===== src/rtl/security_mode_ctrl_if.sv =====
// Signal bundle between the home-security front panel/sensors and the mode controller.
// The master side drives buttons, code switches and sensors; the slave side returns mode, message and alarm.
interface security_mode_ctrl_if;
  logic       btn_arm_stay;
  logic       btn_arm_away;
  logic       btn_disarm;
  logic       btn_set;
  logic       btn_show;
  logic [3:0] sw_code;
  logic       sensor_door;
  logic       sensor_motion;
  logic [2:0] mode;
  logic [3:0] msg;
  logic       alarm;
  logic [2:0] fail_cnt;

  modport master (
    output btn_arm_stay, btn_arm_away, btn_disarm, btn_set, btn_show,
    output sw_code, sensor_door, sensor_motion,
    input  mode, msg, alarm, fail_cnt
  );

  modport slave (
    input  btn_arm_stay, btn_arm_away, btn_disarm, btn_set, btn_show,
    input  sw_code, sensor_door, sensor_motion,
    output mode, msg, alarm, fail_cnt
  );
endinterface


===== src/rtl/security_mode_ctrl.sv =====
// Home-security control FSM: synchronizes buttons/sensors, manages passcode, arming, alarm and timed messages.
// Optional door entry delay in away mode is enabled by defining SEC_ENTRY_DELAY_EN.
module security_mode_ctrl #(
  parameter int unsigned MSG_CYCLES   = 50_000_000,
  parameter int unsigned ENTRY_CYCLES = 500_000_000,
  parameter int unsigned MAX_FAILS    = 3,
  parameter logic [3:0]  DEFAULT_CODE = 4'b0000
) (
  input logic                 clk,
  input logic                 rst_n,
  security_mode_ctrl_if.slave bus
);

  // Timer is sized for the longer of the two dwell periods so both builds share one width.
  localparam int unsigned TMR_MAX = (MSG_CYCLES > ENTRY_CYCLES) ? MSG_CYCLES : ENTRY_CYCLES;
  localparam int          TMR_W   = $clog2(TMR_MAX + 1);

  localparam logic [2:0] MODE_UNARM = 3'b000;
  localparam logic [2:0] MODE_ARMS  = 3'b001;
  localparam logic [2:0] MODE_ARMA  = 3'b010;
  localparam logic [2:0] MODE_RESET = 3'b011;
  localparam logic [2:0] MODE_DISP  = 3'b100;

  typedef enum logic [2:0] {
    S_UNARMED,
    S_ARMED_STAY,
    S_ARMED_AWAY,
    S_ALARM,
    S_MSG_RESET,
    S_MSG_SHOW
`ifdef SEC_ENTRY_DELAY_EN
    , S_ENTRY
`endif
  } state_t;

  state_t             state_q;
  logic [2:0]         mode_q;
  logic [3:0]         msg_q;
  logic               alarm_q;
  logic [2:0]         fail_q;
  logic [2:0]         fail_d;
  logic [3:0]         code_q;
  logic [TMR_W-1:0]   tmr_q;

  logic [6:0] raw;
  logic [6:0] sync1_q;
  logic [6:0] sync2_q;
  logic [4:0] prev_q;
  logic [4:0] evt;
  logic       win_stay, win_away, win_disarm, win_set, win_show;
  logic       door, motion, eq;

  assign raw = {bus.sensor_motion, bus.sensor_door, bus.btn_show, bus.btn_set,
                bus.btn_disarm, bus.btn_arm_away, bus.btn_arm_stay};

  always_ff @(posedge clk or negedge rst_n) begin
    if (!rst_n) begin
      sync1_q <= '0;
      sync2_q <= '0;
      prev_q  <= '0;
    end else begin
      sync1_q <= raw;
      sync2_q <= sync1_q;
      prev_q  <= sync2_q[4:0];
    end
  end

  // Rising-edge events on the synced buttons; only the highest-priority one may act.
  always_comb begin
    evt        = sync2_q[4:0] & ~prev_q;
    win_disarm = evt[2];
    win_away   = evt[1] & ~evt[2];
    win_stay   = evt[0] & ~evt[1] & ~evt[2];
    win_set    = evt[3] & ~(|evt[2:0]);
    win_show   = evt[4] & ~(|evt[3:0]);
    door       = sync2_q[5];
    motion     = sync2_q[6];
    eq         = (bus.sw_code == code_q);
    fail_d     = (fail_q >= 3'(MAX_FAILS)) ? fail_q : fail_q + 3'd1;
  end

  always_ff @(posedge clk or negedge rst_n) begin
    if (!rst_n) begin
      state_q <= S_UNARMED;
      mode_q  <= MODE_UNARM;
      msg_q   <= '0;
      alarm_q <= 1'b0;
      fail_q  <= '0;
      code_q  <= DEFAULT_CODE;
      tmr_q   <= '0;
    end else begin
      case (state_q)
        S_UNARMED: begin
          if (win_away && eq) begin
            state_q <= S_ARMED_AWAY;
            mode_q  <= MODE_ARMA;
            fail_q  <= '0;
          end else if (win_stay && eq) begin
            state_q <= S_ARMED_STAY;
            mode_q  <= MODE_ARMS;
            fail_q  <= '0;
          end else if (win_set) begin
            code_q  <= bus.sw_code;
            state_q <= S_MSG_RESET;
            mode_q  <= MODE_RESET;
            tmr_q   <= TMR_W'(MSG_CYCLES - 1);
          end else if (win_show) begin
            state_q <= S_MSG_SHOW;
            mode_q  <= MODE_DISP;
            msg_q   <= code_q;
            tmr_q   <= TMR_W'(MSG_CYCLES - 1);
          end
        end
        S_MSG_RESET, S_MSG_SHOW: begin
          if (tmr_q == '0) begin
            state_q <= S_UNARMED;
            mode_q  <= MODE_UNARM;
            msg_q   <= '0;
          end else begin
            tmr_q <= tmr_q - 1'b1;
          end
        end
        default: begin
          // Armed, alarm and entry states: disarm wins over any same-cycle sensor trip.
          if (win_disarm) begin
            if (eq) begin
              state_q <= S_UNARMED;
              mode_q  <= MODE_UNARM;
              alarm_q <= 1'b0;
              fail_q  <= '0;
            end else begin
              fail_q <= fail_d;
              if (fail_d >= 3'(MAX_FAILS)) begin
                state_q <= S_ALARM;
                alarm_q <= 1'b1;
              end
            end
          end else if ((state_q == S_ARMED_STAY && door) ||
                       (state_q == S_ARMED_AWAY && motion)) begin
            state_q <= S_ALARM;
            alarm_q <= 1'b1;
          end else if (state_q == S_ARMED_AWAY && door) begin
`ifdef SEC_ENTRY_DELAY_EN
            state_q <= S_ENTRY;
            tmr_q   <= TMR_W'(ENTRY_CYCLES - 1);
`else
            state_q <= S_ALARM;
            alarm_q <= 1'b1;
`endif
          end
`ifdef SEC_ENTRY_DELAY_EN
          else if (state_q == S_ENTRY) begin
            if (tmr_q == '0) begin
              state_q <= S_ALARM;
              alarm_q <= 1'b1;
            end else begin
              tmr_q <= tmr_q - 1'b1;
            end
          end
`endif
        end
      endcase
    end
  end

  assign bus.mode     = mode_q;
  assign bus.msg      = msg_q;
  assign bus.alarm    = alarm_q;
  assign bus.fail_cnt = fail_q;

endmodule

===== src/flat_wrapper.sv =====
// flat-port wrapper written by rule: the top's interface ports become plain ports
module security_mode_ctrl_flat 
#(
  parameter int unsigned MSG_CYCLES   = 50_000_000,
  parameter int unsigned ENTRY_CYCLES = 500_000_000,
  parameter int unsigned MAX_FAILS    = 3,
  parameter logic [3:0]  DEFAULT_CODE = 4'b0000
)
  (clk, rst_n, bus_btn_arm_stay, bus_btn_arm_away, bus_btn_disarm, bus_btn_set, bus_btn_show, bus_sw_code, bus_sensor_door, bus_sensor_motion, bus_mode, bus_msg, bus_alarm, bus_fail_cnt);
  security_mode_ctrl_if bus_i ();
  input logic clk;
  input logic rst_n;
  input wire logic [$bits(bus_i.btn_arm_stay)-1:0] bus_btn_arm_stay;
  input wire logic [$bits(bus_i.btn_arm_away)-1:0] bus_btn_arm_away;
  input wire logic [$bits(bus_i.btn_disarm)-1:0] bus_btn_disarm;
  input wire logic [$bits(bus_i.btn_set)-1:0] bus_btn_set;
  input wire logic [$bits(bus_i.btn_show)-1:0] bus_btn_show;
  input wire logic [$bits(bus_i.sw_code)-1:0] bus_sw_code;
  input wire logic [$bits(bus_i.sensor_door)-1:0] bus_sensor_door;
  input wire logic [$bits(bus_i.sensor_motion)-1:0] bus_sensor_motion;
  output wire logic [$bits(bus_i.mode)-1:0] bus_mode;
  output wire logic [$bits(bus_i.msg)-1:0] bus_msg;
  output wire logic [$bits(bus_i.alarm)-1:0] bus_alarm;
  output wire logic [$bits(bus_i.fail_cnt)-1:0] bus_fail_cnt;
  assign bus_i.btn_arm_stay = bus_btn_arm_stay;
  assign bus_i.btn_arm_away = bus_btn_arm_away;
  assign bus_i.btn_disarm = bus_btn_disarm;
  assign bus_i.btn_set = bus_btn_set;
  assign bus_i.btn_show = bus_btn_show;
  assign bus_i.sw_code = bus_sw_code;
  assign bus_i.sensor_door = bus_sensor_door;
  assign bus_i.sensor_motion = bus_sensor_motion;
  assign bus_mode = bus_i.mode;
  assign bus_msg = bus_i.msg;
  assign bus_alarm = bus_i.alarm;
  assign bus_fail_cnt = bus_i.fail_cnt;
  security_mode_ctrl #(.MSG_CYCLES(MSG_CYCLES), .ENTRY_CYCLES(ENTRY_CYCLES), .MAX_FAILS(MAX_FAILS), .DEFAULT_CODE(DEFAULT_CODE)) u_core (.clk(clk), .rst_n(rst_n), .bus(bus_i));
endmodule

===== config.mk =====
export PLATFORM = sky130hd
export DESIGN_NAME = security_mode_ctrl_flat
export DESIGN_NICKNAME = d
export VERILOG_FILES = /design/src/rtl/security_mode_ctrl_if.sv /design/src/rtl/security_mode_ctrl.sv /design/src/flat_wrapper.sv
export SDC_FILE = /design/constraint.sdc
export NUM_CORES = 1
export LEC_CHECK = 0
export CORE_MARGIN = 2
export CORE_UTILIZATION = 60
export DETAILED_ROUTE_END_ITERATION = 10
export GPL_TIMING_DRIVEN = 0
export PLACE_DENSITY = 0.87
export SLEW_MARGIN = 20
export SYNTH_ARGS = -nofsm -noshare
export SYNTH_HDL_FRONTEND = slang
export SYNTH_SLANG_ARGS = --single-unit

===== constraint.sdc =====
create_clock -name clk -period 6.4 [get_ports clk]
set_input_delay 0.64 -clock clk [delete_from_list [all_inputs] [get_ports clk]]
set_output_delay 0.64 -clock clk [all_outputs]
set_load 0.01 [all_outputs]

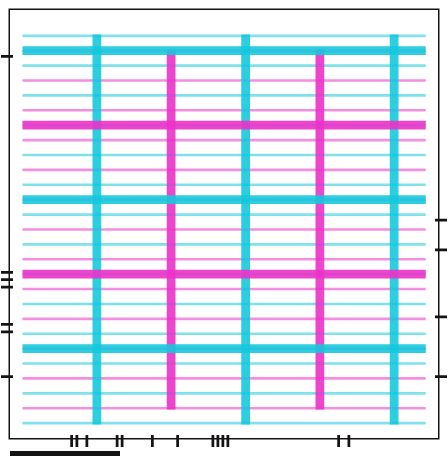
Figure 1: run 1, floorplan with the power grid.
Scale bar: 20 um. Pins as bars on the die edge.
Key: cyan = VSS; magenta = VDD
27 met1 rails follow the rows. 5 straps on met4.

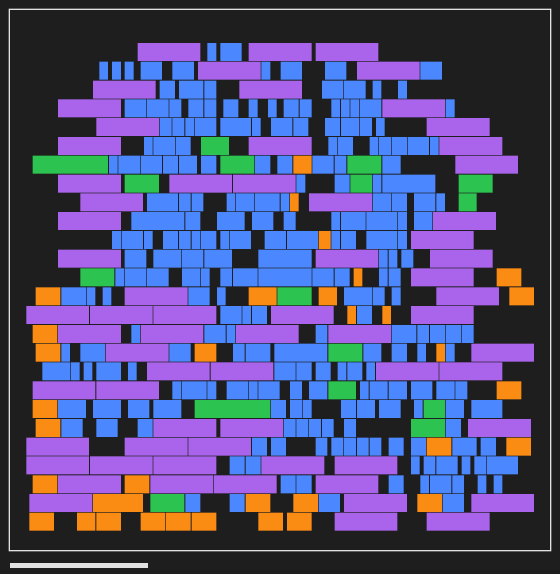
Figure 2: run 1, placed cells, one color a class.
Scale bar: 20 um.
Key: orange = other buffers and delay cells [cells 34, share of their area 8.1%]; green = clock drivers and dummy loads [cells 16, share of their area 6.1%]; purple = flip-flops [cells 66, share of their area 44%]; blue = all other logic [cells 235, share of their area 42%]

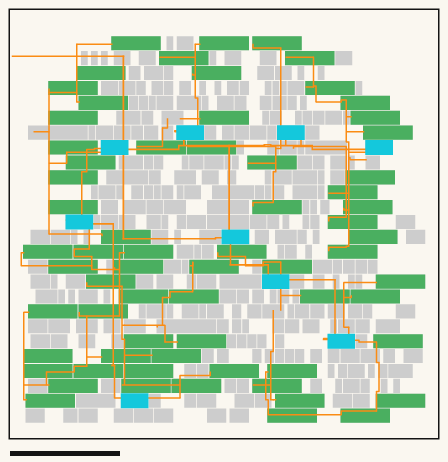
Figure 3: run 1, routed clock nets over the placement.
Scale bar: 20 um.
Key: cyan = cells driving clock nets [count 9]; orange = clock wires [length 838 um]; green = flip-flops [count 66]
There are 10 routed clock nets.

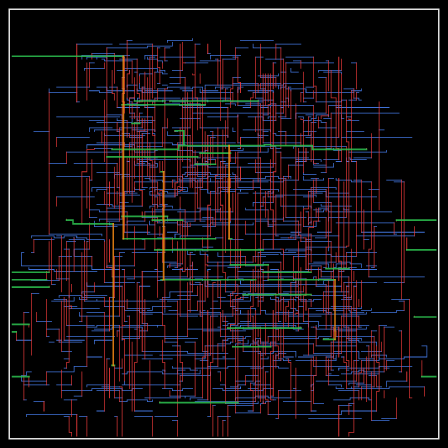
Figure 4: run 1, wiring by layer.
Key: blue = met1 [wire length 3,010 um]; red = met2 [wire length 3,230 um]; orange = met4 [wire length 107 um]; green = met3 [wire length 340 um]

==> results_dict.tcl, run 1 <==
# flow metrics
set metrics [dict create \
    result_of_the_run "completed" \
    cts.root.buffer_cell "sky130_fd_sc_hd__clkbuf_8" \
    regToRegEndpoint "u_core.tmr_q[19]" \
    sequential_power_uw 659 \
    net-switching-power_uw 527 \
    m1WireLength_um 3010 \
    seq_cells 66 \
    finalSetupViolCount 0 \
    number_of_remaining_drc_errors 0 \
    report.final.slew_viol_count 0 \
    number_of_global_route_vias_before_repair 2502 \
    combinationalPowerShare_pct 29.3 \
    ys_sh_xor_pct 7.43 \
    compound_area_share_pct 8.61 \
    cp_data_required_time_ns 6.62 \
    drv.max_cap_violation_count 0 \
    post_cts_hold_buffer_count 0 \
    final_hold_viol_count 0 \
    timing.final.crit_share_pct 41.4 \
    relSlewSlack_pct 54.8 \
    worst_ir_drop_vdd_mv 0.345 \
    numCtsBuffers 9 \
    buffer_count_excluding_the_clock_tree_in_the_final_layout 34 \
    globalRouteMet1Util_pct 33.0 \
    power.sequential.fraction_pct 43.7 \
    drt_pre_antenna_iters 4 \
    largestRegisters "u_core.tmr_q (29), u_core.sync1_q (7), u_core.sync2_q (7)" \
    clock_power_share_pct 27.1 \
    dpl_cell_area_um2 3630 \
    chipHeight_um 78.2 \
    use_met2_pct 38.6 \
    netlist.top_cell.by_area "sky130_fd_sc_hd__dfrtp_1" \
    hpwl_um 4600 \
    synth.comb.largest_family "simple AND/OR/NAND/NOR gates" \
    async_reset_ff_share_pct 100 \
    layout.area.comb_um2 1560 \
    yosys-top-cells-area "sky130_fd_sc_hd__dfrtp_1, sky130_fd_sc_hd__xnor2_1, sky130_fd_sc_hd__nor2_1" \
    worstPathCellList "nor3_1, nand3_1, nand3_1, buf_2, clkbuf_1, nor3_1, xnor2_1, nand2_1" \
    layout_top_cells_excl_fill_tap "sky130_fd_sc_hd__dfrtp_1, sky130_fd_sc_hd__nor2_1, sky130_fd_sc_hd__nand2_1" \
    synth-seq-cells 66 \
    inverters 7 \
    floorplan.core_area_um2 5200 \
    timing.critical_path.depth 8 \
    ys_cells 311 \
    portBuffers 23 \
    wl_met2_um 3230 \
    cts.repair_timing.setup_buffer_count 0 \
    grt_antenna_before_repair 0 \
    final_cells 421 \
    drt-vias-per-instance 5.81 \
    layout.cells.most_common "sky130_fd_sc_hd__dfrtp_1" \
    rsz0062_at_grt "no" \
    fin_setup_tns_ns 0 \
    fin_nets 363 \
    mux_share_pct 2.88 \
    worstMarginPinSlew_ns 0.673 \
    floorplan.tapcells 70 \
    timing.critical_path.max_delay_family "simple AND/OR/NAND/NOR gates" \
    maxPowerGroup "sequential cells" \
    grt_use_total_pct 25.1 \
    post-layout-total-power_uw 1510 \
    area_delta_synth_final_pct 17.2 \
    synth_seq_share_pct 50.1 \
    routed_wl_per_cell_um 15.9 \
    p_sw_share_pct 34.9 \
    synthDominantCellAreaShare_pct 50.1 \
    yosys.cell_types.count 57 \
    ant_nets 0 \
    layout-drive-gt1-share_pct 11.1 \
    maxClockFrequency_mhz 377 \
    grt_first_pass_wirelength_um 11900 \
    worstSetupStartpointType "flop" \
    worstPathArrival_ns 2.86 \
    power.density_nw_per_um2 390 \
    syn-cell-area_um2 3300 \
    worst_setup_path_startpoint "u_core.state_q[0]" \
    hold_path_class "input pin to async pin" \
    seqAreaFraction_pct 42.7 \
    r2r.worst_path.cells 8 \
    ff_latch_area_um2 1650 \
    die_area_um2 6110 \
    clock_latency_ns 0.35 \
    core.rowCount 26 \
    antenna-diode-count 0 \
    dr.max_layer_used "met4" \
    syn-num-nets 328 \
    postLayoutCellArea_um2 3870 \
    timing.final.crit_period_ns 2.65 \
    r2r-start "u_core.state_q[0]" \
    final.hold.worst_slack_ns 0.174 \
    signal_buffer_area_fraction_pct 7.93 \
    clk_pin_slew_worst_paths_ns 0.08 \
    critical_path_endpoint_category "flop" \
    dr_wl_met3_um 339 \
    r2r_slack_ns 3.75 \
    clock_buffer_count 9 \
    crit_slowest_cell "sky130_fd_sc_hd__nor3_1" \
    crit_fanout 10 \
    ctsLongestPathBuffers 2 \
    layout.cells.largest_class "registers" \
    crit_type "flop to flop" \
    clock_sink_count 66 \
    initialDrtViolationCount 141 \
    critPathMaxStageDelay_ns 0.58 \
    synthesis.yosys.warnings 0 \
    vias 2446 \
    ys_sh_simple_pct 26.9 \
    comb_share_pct 40.4 \
    synthCells 311 \
    grt_max_degree 44 \
    io-pin-count 24 \
    overflow 0 \
    ys_chip_area_um2 3300 \
    cts.htree.levels 3 \
    openroad.warnings 27 \
    clock_cell_area_share_pct 5.99 \
    routed_wire_length_um 6690 \
    dp.cells 405 \
    postLayoutCoreUtil_pct 74.3 \
    cp-endpoint "u_core.tmr_q[19]" \
    die_w_um 78.2 \
    worst_slack_ns 3.75 \
    synth-main-ff-cell "sky130_fd_sc_hd__dfrtp_1" \
    multiInputCombCellCount 228 \
    post_synth_fa_ha_maj_area_fraction_pct 1.52 \
    max_flop_register "u_core.tmr_q" \
    clock_tree_from_tritoncts "built" \
    synth.cells.most_frequent "sky130_fd_sc_hd__dfrtp_1, sky130_fd_sc_hd__nor2_1, sky130_fd_sc_hd__nand2_1, sky130_fd_sc_hd__xnor2_1, sky130_fd_sc_hd__nor3_1" \
    crit_buf_inv 2 \
    comb-power_uw 442 \
    met3_usage_pct 7.24 \
    final.fill_count 352 \
    timing.clock.skew_ns 0.0102 \
    busiest_layer_in_global_routing "met2" \
    dpl_worst_slack_ns 3.73 \
    clock_power_uw 408 \
]
## Run 2: what changed since run 1
- CORE_UTILIZATION: 60 -> 58
- PLACE_DENSITY: 0.87 -> 0.85
- clock period: 6.4 -> 2.72 ns (I/O delays scaled with it)
==> run 2 against run 1 <==
  * Setup slack worse by 3.6 ns
  * Critical path type unchanged
  * Maximum frequency is 4.8% higher
  * Largest cell class unchanged
  * Worst hold slack improved by 0.18 ns
  * Sequential cell count unchanged
  * Combinational power is 140% higher
  * First-iteration DRC count up 28%
==> results_dict.tcl, run 2 <==
# flow metrics
set metrics [dict create \
    result_of_the_run "completed" \
    dp.cells 407 \
    maxClockFrequency_mhz 396 \
    dr.max_layer_used "met4" \
    floorplan.core_area_um2 5510 \
    rsz0062_at_grt "no" \
    comb_share_pct 40.4 \
    timing.critical_path.depth 8 \
    antenna-diode-count 0 \
    clock_tree_from_tritoncts "built" \
    wl_met2_um 3420 \
    initialDrtViolationCount 180 \
    post_synth_fa_ha_maj_area_fraction_pct 1.52 \
    ctsLongestPathBuffers 2 \
    die_area_um2 6310 \
    dr_wl_met3_um 270 \
    combinationalPowerShare_pct 29.2 \
    compound_area_share_pct 8.61 \
    p_sw_share_pct 35.1 \
    synth.comb.largest_family "simple AND/OR/NAND/NOR gates" \
    cts.root.buffer_cell "sky130_fd_sc_hd__clkbuf_8" \
    net-switching-power_uw 1250 \
    finalSetupViolCount 0 \
    timing.final.crit_share_pct 92.9 \
    r2r.worst_path.cells 8 \
    final_hold_viol_count 0 \
    timing.critical_path.max_delay_family "simple AND/OR/NAND/NOR gates" \
    worst_ir_drop_vdd_mv 0.568 \
    number_of_global_route_vias_before_repair 2587 \
    post_cts_hold_buffer_count 1 \
    mux_share_pct 2.88 \
    buffer_count_excluding_the_clock_tree_in_the_final_layout 35 \
    synth-main-ff-cell "sky130_fd_sc_hd__dfrtp_1" \
    netlist.top_cell.by_area "sky130_fd_sc_hd__dfrtp_1" \
    r2r-start "u_core.tmr_q[0]" \
    cts.htree.levels 3 \
    final.fill_count 379 \
    maxPowerGroup "sequential cells" \
    area_delta_synth_final_pct 17.7 \
    inverters 7 \
    worstPathCellList "inv_1, ha_1, or4bb_1, nor4_4, and3_1, buf_4, nor2_2, a311o_1" \
    dpl_worst_slack_ns 0.226 \
    async_reset_ff_share_pct 100 \
    post-layout-total-power_uw 3560 \
    timing.clock.skew_ns 0.00698 \
    timing.final.crit_period_ns 2.53 \
    overflow 0 \
    layout-drive-gt1-share_pct 11.4 \
    drv.max_cap_violation_count 0 \
    relSlewSlack_pct 63.0 \
    fin_nets 364 \
    die_w_um 79.4 \
    r2r_slack_ns 0.19 \
    synthesis.yosys.warnings 0 \
    clock_sink_count 66 \
    worstMarginPinSlew_ns 0.556 \
    crit_fanout 10 \
    power.density_nw_per_um2 917 \
    ant_nets 0 \
    hold_path_class "input pin to flop" \
    dpl_cell_area_um2 3640 \
    cp-endpoint "u_core.tmr_q[5]" \
    layout.cells.most_common "sky130_fd_sc_hd__dfrtp_1" \
    ys_sh_xor_pct 7.43 \
    crit_slowest_cell "sky130_fd_sc_hd__or4bb_1" \
    ff_latch_area_um2 1650 \
    sequential_power_uw 1560 \
    synth-seq-cells 66 \
    hpwl_um 4730 \
    ys_cells 311 \
    signal_buffer_area_fraction_pct 8.15 \
    critical_path_endpoint_category "flop" \
    crit_type "flop to flop" \
    cts.repair_timing.setup_buffer_count 0 \
    worst_setup_path_startpoint "u_core.tmr_q[0]" \
    clock_power_uw 963 \
    number_of_remaining_drc_errors 0 \
    layout_top_cells_excl_fill_tap "sky130_fd_sc_hd__dfrtp_1, sky130_fd_sc_hd__nor2_1, sky130_fd_sc_hd__nand2_1" \
    critPathMaxStageDelay_ns 0.55 \
    synthCells 311 \
    worstSetupStartpointType "flop" \
    drt-vias-per-instance 5.93 \
]
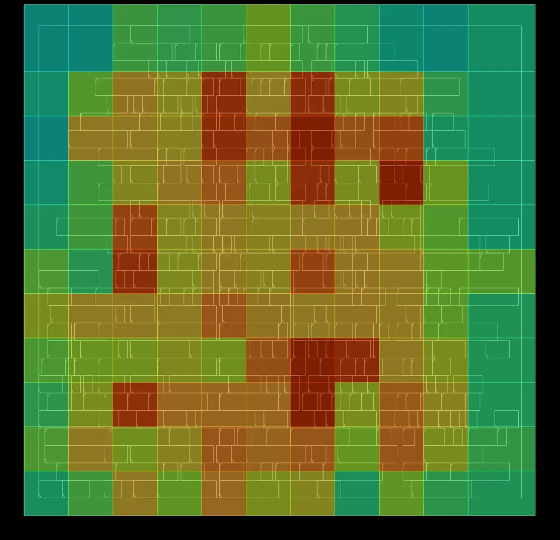
Figure 5: run 2, track usage over the die.
met2 track utilization from global routing: 39.5%
met3 layer usage reported by global route: 6.56%
busiest layer in global routing: met2
Routed WL per cell: 16.1 um
total global-route track usage: 24.6%

## Run 3: what changed since run 2
- ABC_CLOCK_PERIOD_IN_PS: default -> 2720
==> run 3 against run 2 <==
  * Synthesized area stayed put
  * Final cell count unchanged
  * Non-clock buffer count unchanged
  * Critical path type unchanged
==> results_dict.tcl, run 3 <==
# flow metrics
set metrics [dict create \
    rsz0062_at_grt "no" \
    drt-vias-per-instance 5.93 \
    buffer_count_excluding_the_clock_tree_in_the_final_layout 35 \
    result_of_the_run "completed" \
    die_w_um 79.4 \
    maxClockFrequency_mhz 396 \
    cts.htree.levels 3 \
    chipHeight_um 79.4 \
    floorplan.tapcells 72 \
    mux_share_pct 2.88 \
    timing.final.crit_period_ns 2.53 \
    worstPathCellList "inv_1, ha_1, or4bb_1, nor4_4, and3_1, buf_4, nor2_2, a311o_1" \
    antenna-diode-count 0 \
    finalSetupViolCount 0 \
    regToRegEndpoint "u_core.tmr_q[5]" \
    place_congestion 0.867 \
    layout.cells.largest_class "registers" \
    leakage_uw 0.00152 \
    cts.repair.resized 0 \
    vias 2514 \
    initialDrtViolationCount 180 \
    busiest_layer_in_global_routing "met2" \
    syn-cell-area_um2 3300 \
    worst_setup_path_startpoint "u_core.tmr_q[0]" \
    synth-edff-count 0 \
    area_delta_synth_final_pct 17.7 \
    ctsLongestPathBuffers 2 \
    p_sw_share_pct 35.1 \
    compound_area_share_pct 8.61 \
    dr_wl_met3_um 270 \
    grt_antenna_before_repair 0 \
    net-switching-power_uw 1250 \
    relSlewSlack_pct 63.0 \
    inverters 7 \
    yosys.cell_types.count 57 \
    r2r-start "u_core.tmr_q[0]" \
    critical_path_endpoint_category "flop" \
    clock_power_share_pct 27.0 \
    grt_first_pass_wirelength_um 11900 \
    routed_wire_length_um 6830 \
    worstMarginPinSlew_ns 0.556 \
    clk_pin_slew_worst_paths_ns 0.08 \
    post-layout-total-power_uw 3560 \
    worst_ir_drop_vdd_mv 0.568 \
    crit_buf_inv 2 \
    wl_met2_um 3420 \
    routed_wl_per_cell_um 16.1 \
    die_area_um2 6310 \
    dr.max_layer_used "met4" \
    post_synth_fa_ha_maj_area_fraction_pct 1.52 \
    ys_cells 311 \
    signal_buffer_area_fraction_pct 8.15 \
    ant_nets 0 \
    timing.clock.skew_ns 0.00698 \
    hpwl_um 4730 \
    cts.root.buffer_cell "sky130_fd_sc_hd__clkbuf_8" \
    synthDominantCellAreaShare_pct 50.1 \
    crit_type "flop to flop" \
    comb-power_uw 1040 \
    crit_slowest_cell "sky130_fd_sc_hd__or4bb_1" \
    io-pin-count 24 \
    timing.critical_path.max_delay_family "simple AND/OR/NAND/NOR gates" \
    synth.comb.largest_family "simple AND/OR/NAND/NOR gates" \
    cp-endpoint "u_core.tmr_q[5]" \
    number_of_global_route_vias_before_repair 2587 \
    m1WireLength_um 3030 \
    ys_sh_xor_pct 7.43 \
    clock_power_uw 963 \
    cts.repair_timing.setup_buffer_count 0 \
    fin_nets 364 \
    yosys-top-cells-area "sky130_fd_sc_hd__dfrtp_1, sky130_fd_sc_hd__xnor2_1, sky130_fd_sc_hd__nor2_1" \
    portBuffers 23 \
    critPathMaxStageDelay_ns 0.55 \
    combinationalPowerShare_pct 29.2 \
    r2r.worst_path.cells 8 \
    final_hold_viol_count 0 \
    syn-num-nets 328 \
    synth-seq-cells 66 \
    cp_data_required_time_ns 2.96 \
    numCtsBuffers 9 \
    synth_seq_share_pct 50.1 \
    r2r_slack_ns 0.19 \
    worstSetupStartpointType "flop" \
    clock_tree_from_tritoncts "built" \
    post_cts_hold_buffer_count 1 \
    layout-drive-gt1-share_pct 11.4 \
    use_met2_pct 39.5 \
    clock_cell_area_share_pct 5.93 \
    maxPowerGroup "sequential cells" \
    largestRegisters "u_core.tmr_q (29), u_core.sync1_q (7), u_core.sync2_q (7)" \
    drv.max_cap_violation_count 0 \
    crit_fanout 10 \
    timing.critical_path.depth 8 \
    report.final.slew_viol_count 0 \
    synthesis.yosys.warnings 0 \
    overflow 0 \
    dpl_worst_slack_ns 0.226 \
    grt_max_degree 40 \
    sequential_power_uw 1560 \
    clock_sink_count 66 \
    largest_register_ff_count 29 \
    core.rowCount 27 \
    synthCells 311 \
    netlist.top_cell.by_area "sky130_fd_sc_hd__dfrtp_1" \
    drt_pre_antenna_iters 4 \
    hold_path_class "input pin to flop" \
    dpl_cell_area_um2 3640 \
    worst_slack_ns 0.193 \
    ys_sh_simple_pct 26.9 \
    comb_share_pct 40.4 \
    layout.cells.most_common "sky130_fd_sc_hd__dfrtp_1" \
    async_reset_ff_share_pct 100 \
    postLayoutCoreUtil_pct 70.5 \
    synth.cells.most_frequent "sky130_fd_sc_hd__dfrtp_1, sky130_fd_sc_hd__nor2_1, sky130_fd_sc_hd__nand2_1, sky130_fd_sc_hd__xnor2_1, sky130_fd_sc_hd__nor3_1" \
    dp.cells 407 \
    hold_start "bus_btn_set" \
    final.fill_count 379 \
    power.density_nw_per_um2 917 \
    ff_latch_area_um2 1650 \
    layout_top_cells_excl_fill_tap "sky130_fd_sc_hd__dfrtp_1, sky130_fd_sc_hd__nor2_1, sky130_fd_sc_hd__nand2_1" \
    met3_usage_pct 6.56 \
    postSynthAreaPerCell_um2 10.6 \
    timing.final.crit_share_pct 92.9 \
    power.sequential.fraction_pct 43.7 \
    grt_use_total_pct 24.6 \
    synth-main-ff-cell "sky130_fd_sc_hd__dfrtp_1" \
    fin_setup_tns_ns 0 \
    number_of_remaining_drc_errors 0 \
    worstPathArrival_ns 2.76 \
    floorplan.core_area_um2 5510 \
]
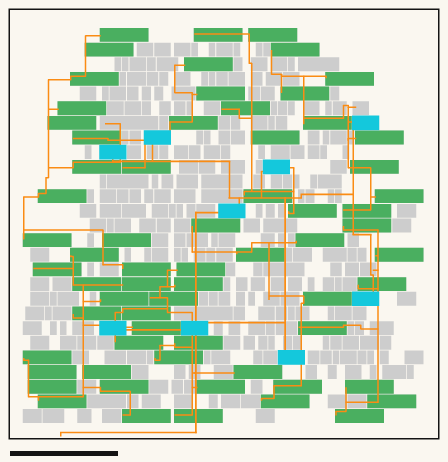
Figure 6: run 3, routed clock nets over the placement.
Scale bar: 20 um.
Key: cyan = cells driving clock nets [count 9]; orange = clock wires [length 868 um]; green = flip-flops [count 66]
There are 10 routed clock nets.

Power is estimated from default activity; no workload was simulated.
